Design timer_bank_flat, sky130hd; sources not shown.
m1.png
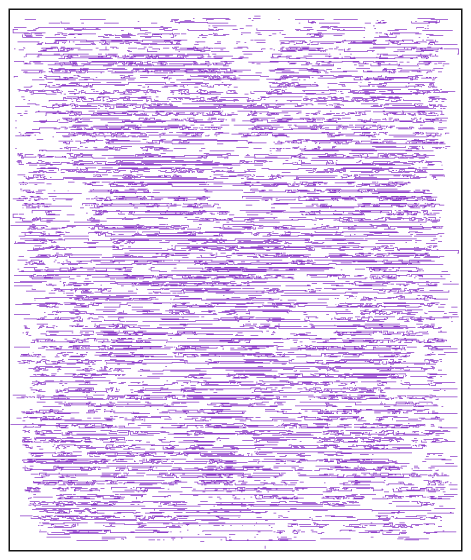
The longest straight run is 62.1 um. The layer holds 37% of the routed length. The wires run mostly horizontal.
met1 Usage GRT: 49.88%
drt total wl: 76750 um
Vias: 20426

m2.png
Cells faint in the background.
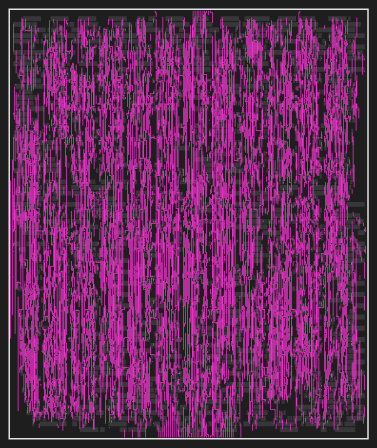
2366 nets have wire on it. The longest straight run is 76.2 um. The layer carries 34.1 mm of wire. The wires run mostly vertical.
met2 Usage GRT: 70.41%

ff_map.png
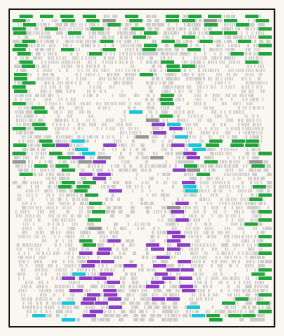
Purple is u_core.top, sequential cells 64. Green is u_core.cnt, sequential cells 128, where widely spread. Cyan is u_core.pre, sequential cells 16.
Seq. cell area: 5505 sq um
final core occ: 57.48%

placed.png
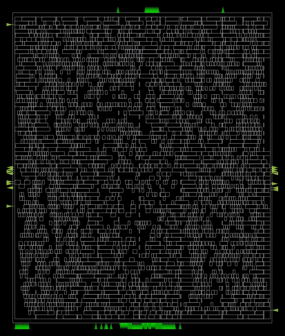
FF+latch count: 220
flop share of the area: 27.96%

==> impl_metrics.env <==
# implementation run metrics
export IMPL_status="complete, no violations"
export IMPL_numCtsBuffers=38
export IMPL_yosys_cells=2801
export IMPL_grt_pass1_vias=19417
export IMPL_tightest_slew_ns=0.8519
export IMPL_grt_max_degree=122
export IMPL_stdcell_count=3401
export IMPL_relSlewSlack_pct=42.72
export IMPL_cp_start_kind="primary input"
export IMPL_netlist_cell_type_count=47
export IMPL_ios=85
export IMPL_cts_resized=0
export IMPL_finalSetupViolCount=0
export IMPL_synthFlopType="dfrtp_1"
export IMPL_lay_top_cells="nand2_1 (936), nand3_1 (408), nor2_1 (292)"
export IMPL_regToRegSetupSlack_ns=3.07
export IMPL_vias_per_cell=6.006
export IMPL_total_power_mw=3.365
export IMPL_power_density_nw_per_um2=170.9
export IMPL_fmax_mhz=227.6
export IMPL_cp_arrival_ns=3.76
export IMPL_placed_area_sq_um=18830
export IMPL_rsz0062_at_grt="false"
export IMPL_die_x_um=172.7
export IMPL_fin_tns_setup_ns=0
export IMPL_r2r_cells=15
export IMPL_cts_sinks=220
export IMPL_synth_area_sq_um=17480
export IMPL_fin_nets=2969
export IMPL_gp_congestion=1.052
export IMPL_hpwl_um=61750
export IMPL_grt_use_total_pct=43.49
export IMPL_cts_tree="done"
export IMPL_cts_htree_levels=2
export IMPL_period_used_pct=75.74
export IMPL_ys_flops=220
export IMPL_hold_violations=0
export IMPL_drive_gt1_share_pct=5.369
export IMPL_die_h_um=206.8
export IMPL_drv_cap=0
export IMPL_top_cells_by_area="dfrtp_1 (31%), nand2_1 (20%), nand3_1 (12%)"
export IMPL_ctsHoldBuffers=1
export IMPL_place_inst=3332
export IMPL_port_buffer_count=74
export IMPL_p_leak_nw=8.592
export IMPL_rows=74
export IMPL_synth_avg_cell_area_sq_um=6.241
==> cell families after synthesis <==
| family | after synthesis | share of synthesized area (%) |
|---|---|---|
| compound gates | 279 | 9.383 |
| xor+xnor | 102 | 5.110 |
| fa+ha+maj | 4 | 0.2863 |
| buf+inv | 396 | 9.512 |
| flops | 220 | 31.49 |
| simple gates | 1800 | 44.22 |
==> where the power goes <==
| group | internal (mW) | switching [mW] | total, mW |
|---|---|---|---|
| combinational | 0.0659 | 0.154 | 0.219 |
| sequential | 1.54 | 0.00303 | 1.54 |
| clock | 0.901 | 0.704 | 1.61 |
==> layout make-up <==
| class | count | area (sq um) | share of cell area (%) |
|---|---|---|---|
| timing repair buffer | 76 | 783.3 | 3.978 |
| buffer | 144 | 714.4 | 3.628 |
| antenna | 2 | 5.005 | 0.02542 |
| sequential | 220 | 5505 | 27.96 |
| inverter | 252 | 948.4 | 4.817 |
| clock inverter | 13 | 120.1 | 0.6100 |
| clock buffer | 53 | 729.5 | 3.705 |
| tap | 456 | 570.5 | 2.898 |
| multi-input combinational | 2185 | 10310 | 52.38 |
==> Yosys cell counts (2+ instances only) <==
cell type and number:
nand2_1 936, nand3_1 408, dfrtp_1 220, xnor2_1 6, nor3_2 10, nor2_2 4
o21a_1 2, buf_2 31, nand3_2 5, o2111ai_1 5, inv_2 7, a211oi_1 6
nor3_1 39, a22oi_1 10, o211ai_1 5, xor2_1 96, clkinv_1 2, nor4_4 2
o221ai_1 2, nor4_1 12, clkbuf_1 66, buf_1 22, buf_4 14, inv_1 242
ha_1 4, and2_1 2, or2_2 2, nand3b_1 4, a32oi_1 4, o22ai_1 47
nand2_2 6, a21oi_1 22, a31oi_1 11, nor2_1 292, buf_6 11, o21ai_1 5
o21ai_0 140, a221oi_1 16, nand4_1 75
==> per-layer routing <==
metal | part of all wire [%] | vias to the layer above | routed length (um) | global-route usage (%)
met5 | 0.012 | - | 9 | 0
met4 | 9.2 | 2 | 7059 | 35.81
met3 | 9.7 | 342 | 7411 | 9.560
met2 | 44 | 1168 | 34080 | 70.41
met1 | 37 | 9502 | 28200 | 49.88
li1 | - | 9412 | - | -
==> worst max-delay path, cell delays in order <==
cell and delay, ns:
clkdlybuf4s50_1 0.60, nor2_1 0.15, clkinv_1 0.22, clkbuf_1 0.49, o22ai_1 0.21, a21oi_1 0.33, o2111ai_1 0.16, o31ai_1 0.27
clkdlybuf4s50_1 0.76
Power and IR drop assume default switching activity.
